==> images/clocks.png <==
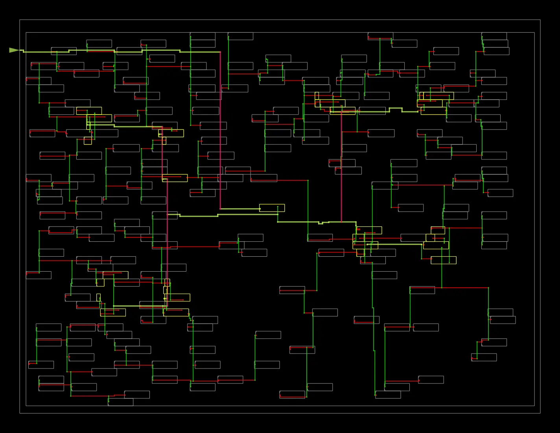
==> images/clk_routes.png <==
Scale: 2 px per µm.
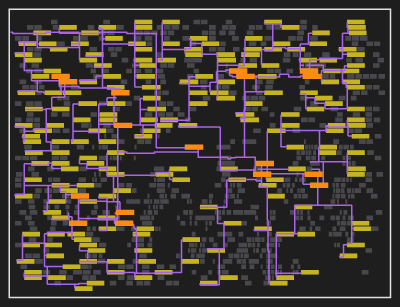
==> images/layer_met1.png <==
Scale: 1.5 px per µm. Supply wires on this layer in grey.
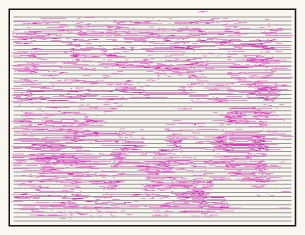
==> images/cell_density.png <==
Scale: 2 px per µm. 19 x 14 tiles, from white (low) to dark blue (high), 0 to 100% covered.
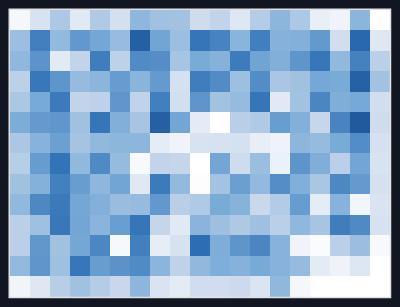
### config.mk
export PLATFORM = sky130hd
export DESIGN_NAME = hash_msg_feeder
export DESIGN_NICKNAME = d
export VERILOG_FILES = /design/src/rtl/hash_msg_feeder.sv
export SDC_FILE = /design/constraint.sdc
export NUM_CORES = 1
export LEC_CHECK = 0
export ABC_CLOCK_PERIOD_IN_PS = 2400
export CAP_MARGIN = 20
export CELL_PAD_IN_SITES_DETAIL_PLACEMENT = 0
export CELL_PAD_IN_SITES_GLOBAL_PLACEMENT = 2
export CORE_ASPECT_RATIO = 0.75
export CORE_MARGIN = 2
export CORE_UTILIZATION = 32
export DETAILED_ROUTE_END_ITERATION = 8
export HOLD_SLACK_MARGIN = 0.03
export PLACE_DENSITY_LB_ADDON = 0.1
export SLEW_MARGIN = 30
export SYNTH_ARGS = -nofsm -noshare
export SYNTH_HDL_FRONTEND = slang
export SYNTH_SLANG_ARGS = --single-unit
### constraint.sdc
create_clock -name clk -period 2.4 [get_ports clk]
set_input_delay 0.48 -clock clk [delete_from_list [all_inputs] [get_ports clk]]
set_output_delay 0.48 -clock clk [all_outputs]
set_load 0.02 [all_outputs]
### src/rtl/hash_msg_feeder.sv
// Byte-stream front-end for the 4-byte light hash core: packs bytes into padded blocks,
// chains block digests as IVs and presents the final 32-bit digest per message.
// Byte ordering: byte 0 (first byte / IV[0]) sits in bits [31:24] of every 32-bit bus.
module hash_msg_feeder #(
  parameter logic [31:0] IV_INIT  = 32'h34550F14,
  parameter int          WAIT_MAX = 255
) (
  input  logic        clk,
  input  logic        rst_n,
  input  logic        in_valid,
  output logic        in_ready,
  input  logic [7:0]  in_data,
  input  logic        in_last,
  output logic        h_start,
  output logic [31:0] h_m,
  output logic [31:0] h_iv,
  input  logic [31:0] h_d,
  input  logic        h_done,
  output logic [31:0] digest,
  output logic        digest_valid,
  output logic [15:0] blk_cnt,
  output logic        err
);

  localparam int CW = $clog2(WAIT_MAX + 2);

  typedef enum logic [1:0] {
    ST_COLLECT,
    ST_ISSUE,
    ST_WAIT,
    ST_DONE
  } state_e;

  state_e        state_q;
  logic [1:0]    idx_q;
  logic [31:0]   blk_buf_q;
  logic [31:0]   blk_buf_d;
  logic [31:0]   chain_q;
  logic          final_q;
  logic          pad_blk_q;
  logic [CW-1:0] wait_cnt_q;
  logic          h_start_q;
  logic [31:0]   h_m_q;
  logic [31:0]   h_iv_q;
  logic [31:0]   digest_q;
  logic          digest_valid_q;
  logic [15:0]   blk_cnt_q;
  logic          err_q;
  logic          accept;

  // Gated by rst_n so the feeder never advertises readiness while held in reset.
  assign in_ready = rst_n && (state_q == ST_COLLECT);
  assign accept   = in_valid && in_ready;

  // Incoming byte merged into the block; a last byte short of the block end pulls in
  // the 0x80 marker and zero fill, overwriting stale bytes from the previous block.
  always_comb begin
    blk_buf_d = blk_buf_q;
    unique case (idx_q)
      2'd0: begin
        blk_buf_d[31:24] = in_data;
        if (in_last) blk_buf_d[23:0] = 24'h800000;
      end
      2'd1: begin
        blk_buf_d[23:16] = in_data;
        if (in_last) blk_buf_d[15:0] = 16'h8000;
      end
      2'd2: begin
        blk_buf_d[15:8] = in_data;
        if (in_last) blk_buf_d[7:0] = 8'h80;
      end
      default: blk_buf_d[7:0] = in_data;
    endcase
  end

  always_ff @(posedge clk or negedge rst_n) begin
    if (!rst_n) begin
      state_q        <= ST_COLLECT;
      idx_q          <= 2'd0;
      blk_buf_q      <= 32'h0;
      chain_q        <= IV_INIT;
      final_q        <= 1'b0;
      pad_blk_q      <= 1'b0;
      wait_cnt_q     <= '0;
      h_start_q      <= 1'b0;
      h_m_q          <= 32'h0;
      h_iv_q         <= IV_INIT;
      digest_q       <= 32'h0;
      digest_valid_q <= 1'b0;
      blk_cnt_q      <= 16'h0;
      err_q          <= 1'b0;
    end else begin
      h_start_q      <= 1'b0;
      digest_valid_q <= 1'b0;
      err_q          <= 1'b0;
      unique case (state_q)
        ST_COLLECT: begin
          if (accept) begin
            blk_buf_q <= blk_buf_d;
            idx_q     <= idx_q + 2'd1;
            if (idx_q == 2'd3) begin
              state_q   <= ST_ISSUE;
              final_q   <= 1'b0;
              pad_blk_q <= in_last;
            end else if (in_last) begin
              state_q   <= ST_ISSUE;
              final_q   <= 1'b1;
              pad_blk_q <= 1'b0;
            end
          end
        end
        ST_ISSUE: begin
          h_start_q  <= 1'b1;
          h_m_q      <= blk_buf_q;
          h_iv_q     <= chain_q;
          if (blk_cnt_q != 16'hFFFF) blk_cnt_q <= blk_cnt_q + 16'd1;
          idx_q      <= 2'd0;
          wait_cnt_q <= '0;
          state_q    <= ST_WAIT;
        end
        ST_WAIT: begin
          // The first WAIT cycle coincides with the visible start pulse, so a done seen
          // then is a leftover level from an earlier operation.
          if (h_done && (wait_cnt_q != '0)) begin
            chain_q <= h_d;
            if (final_q) begin
              state_q <= ST_DONE;
            end else if (pad_blk_q) begin
              blk_buf_q <= 32'h80000000;
              final_q   <= 1'b1;
              pad_blk_q <= 1'b0;
              state_q   <= ST_ISSUE;
            end else begin
              state_q <= ST_COLLECT;
            end
          end else if (wait_cnt_q == CW'(WAIT_MAX)) begin
            err_q     <= 1'b1;
            chain_q   <= IV_INIT;
            blk_cnt_q <= 16'h0;
            final_q   <= 1'b0;
            pad_blk_q <= 1'b0;
            state_q   <= ST_COLLECT;
          end else begin
            wait_cnt_q <= wait_cnt_q + CW'(1);
          end
        end
        default: begin
          digest_q       <= chain_q;
          digest_valid_q <= 1'b1;
          chain_q        <= IV_INIT;
          blk_cnt_q      <= 16'h0;
          final_q        <= 1'b0;
          state_q        <= ST_COLLECT;
        end
      endcase
    end
  end

  assign h_start      = h_start_q;
  assign h_m          = h_m_q;
  assign h_iv         = h_iv_q;
  assign digest       = digest_q;
  assign digest_valid = digest_valid_q;
  assign blk_cnt      = blk_cnt_q;
  assign err          = err_q;

endmodule

==> impl_metrics.tcl <==
# place-and-route summary
set metrics [dict create \
    synth_area_um2 8287 \
    worst_setup_path_end_kind "flip-flop" \
    power_uw 13680 \
    cp-start-kind "flip-flop" \
    r2r_cells 7 \
    power.leakage_uw 0.004776 \
    cts_tree "built" \
    antenna_cells 0 \
    yosys_warnings 0 \
    ys_seq_share_pct 58.98 \
    peakVddDrop_mv 0.5457 \
    grt_pass1_vias 6282 \
    max-cap-violations 0 \
    dr.pass1.iters 4 \
    status "completed" \
    drtAntennaViolNets 0 \
    max_freq_ghz 0.4358 \
    log.warning_count 36 \
    netlist_top_cells_count "dfrtp_1 (168), mux2_2 (112), inv_1 (28), nand2_1 (28), a22o_1 (27)" \
    rsz0062_at_grt "yes" \
    async_reset_ff_share_pct 100.0 \
    min_path_type "in2async" \
    fp_nets 693 \
    portBuffers 160 \
    cp_max_fo 8 \
    row_count 50 \
    topCellsByArea "dfrtp_1 (51%), mux2_2 (15%), dfstp_2 (8.2%)" \
    fin_ws_ns 0.1055 \
    yosys_area_um2 8287 \
    cts-root-buf "clkbuf_16" \
    ys.flops 194 \
    nFillCells 2269 \
    logic_area_um2 3211 \
    dieArea_um2 27210 \
    ys_cells 634 \
    num_io_pins 161 \
    vias_per_cell 4.916 \
    dpl.hpwl_um 15070 \
    clk_path_buf_depth 2 \
    synth_cell_types 63 \
    grt_max_degree 77 \
    crit_type "reg2reg" \
    wl_per_cell_um 18.48 \
    nets 890 \
    syn_to_final_growth_pct 35.33 \
]
-- clocks.png (at the start) --
CTS sink cnt: 194
power in the clock group: 2720 µW
Final Skew: 0.01279 ns
CTS Buf Count: 17
clock buffers: 24

-- clk_routes.png (at the start) --
Orange marks clock drivers, count 17. Purple marks clock wires, length 2590 µm. Yellow marks flip-flops, count 194.
Position of the flops: widely spread.
Clock power frac: 19.9%
Clock Latency Late Sink: 0.43 ns

-- layer_met1.png (at the start) --
The layer carries 10300 µm of wire. 800 nets have wire on it.
routed vias: 5811
final WL: 21840 µm
M1 GR Usage: 22.54%

-- cell_density.png (at the start) --
The emptiest ninth of the die: south-east. The fullest tile reaches 83%. The mean over all tiles is 40%. 2.3% of the tiles are over 75% full. 3.4% of the tiles are nearly empty.
Initial Util: 32.87%
Core Region: 25210 µm²
Final Util: 44.48%

==> metrics by stage <==
stage	utilization [%]	hold WS [ns]	TNS [ns]
2_1_floorplan	-	0.1844	0
3_3_place_gp	41.92	0.3442	0
3_5_place_dp	41.92	0.3488	-0.1958
4_1_cts	44.12	0.4472	0
5_1_grt	44.48	0.4674	0
6_report	44.48	0.4690	0
==> critical path, cell delays in order (launching register included) <==
cell	delay [ns]
dfrtp_1	0.38
inv_1	0.08
ha_1	0.15
or4b_4	0.45
o21a_1	0.25
a41oi_4	0.33
a21o_4	0.19
mux2_2	0.35
==> cell usage in the layout, fill, tap and decap left out, types with 17 or more instances in the layout <==
cell type,n
a21oi_1,17
a22o_1,27
buf_4,43
clkbuf_16,18
clkdlybuf4s50_1,158
dfrtp_1,168
dfstp_2,26
inv_1,28
mux2_2,112
nand2_1,28
nor2_1,19
o21ai_0,19
==> layer usage <==
layer,vias up,part of all wire [%],track usage [%]
met1,2970,47,22.54
met5,-,0,0
met2,125,47,27.11
met3,15,4.6,3.956
met4,0,0.93,3.917
li1,2701,-,-
==> cell type report <==
cell class                 count  area share, %
clock inverter                 8         0.7364
sequential                   194          43.58
timing repair buffer         210          18.23
multi-input combinational    380          28.63
clock buffer                  24          4.117
inverter                      28         0.9372
tap                          338          3.771
==> repair_timing <==
item                                   in CTS  in global routing
setup endpoints to repair                   8                 45
cloned                                      0                  1
gates resized                               3                  9
hold buffers                                1                  0
endpoints found under the hold margin       7                  0
buffers inserted                            0                  3
pin swaps                                   0                  3
==> registers in the layout (all words and copies together) (netlist names) <==
signal        cells
idx_q             2
state_q           2
h_start           1
h_iv             32
chain_q          32
digest           32
pad_blk_q         1
digest_valid      1
final_q           1
wait_cnt_q        9
blk_buf_q        32
err               1
h_m              32
blk_cnt          16
==> kinds of logic after synthesis <==
logic type	Yosys count	synth area share, %
AOI/OAI and AO/OA	122	11.28
and+or+nand+nor	118	7.640
adders and majority gates	14	2.114
buffers and inverters	60	3.050
muxes	124	16.73
xor gates and xnor gates	2	0.2114
DFF	194	58.98
==> where the power goes <==
part,internal (µW),switching [µW],leakage (µW)
logic,2910,3100,0.00202
clock network,1470,1250,0.000256
registers,4360,595,0.00250
==> worst paths after layout <==
kind / end / from / slack [ns]
setup / recovery: blk_buf_q[9] / wait_cnt_q[0] / 0.11
max in group asynchronous: h_m[30] / rst_n / 0.98
setup reg to reg: blk_buf_q[9] / wait_cnt_q[0] / 0.11
hold / removal: pad_blk_q / rst_n / 0.47
hold reg to reg: h_iv[19] / h_iv[19] / 0.50
min in group clk: h_iv[19] / h_iv[19] / 0.50
Power and IR drop assume default switching activity.
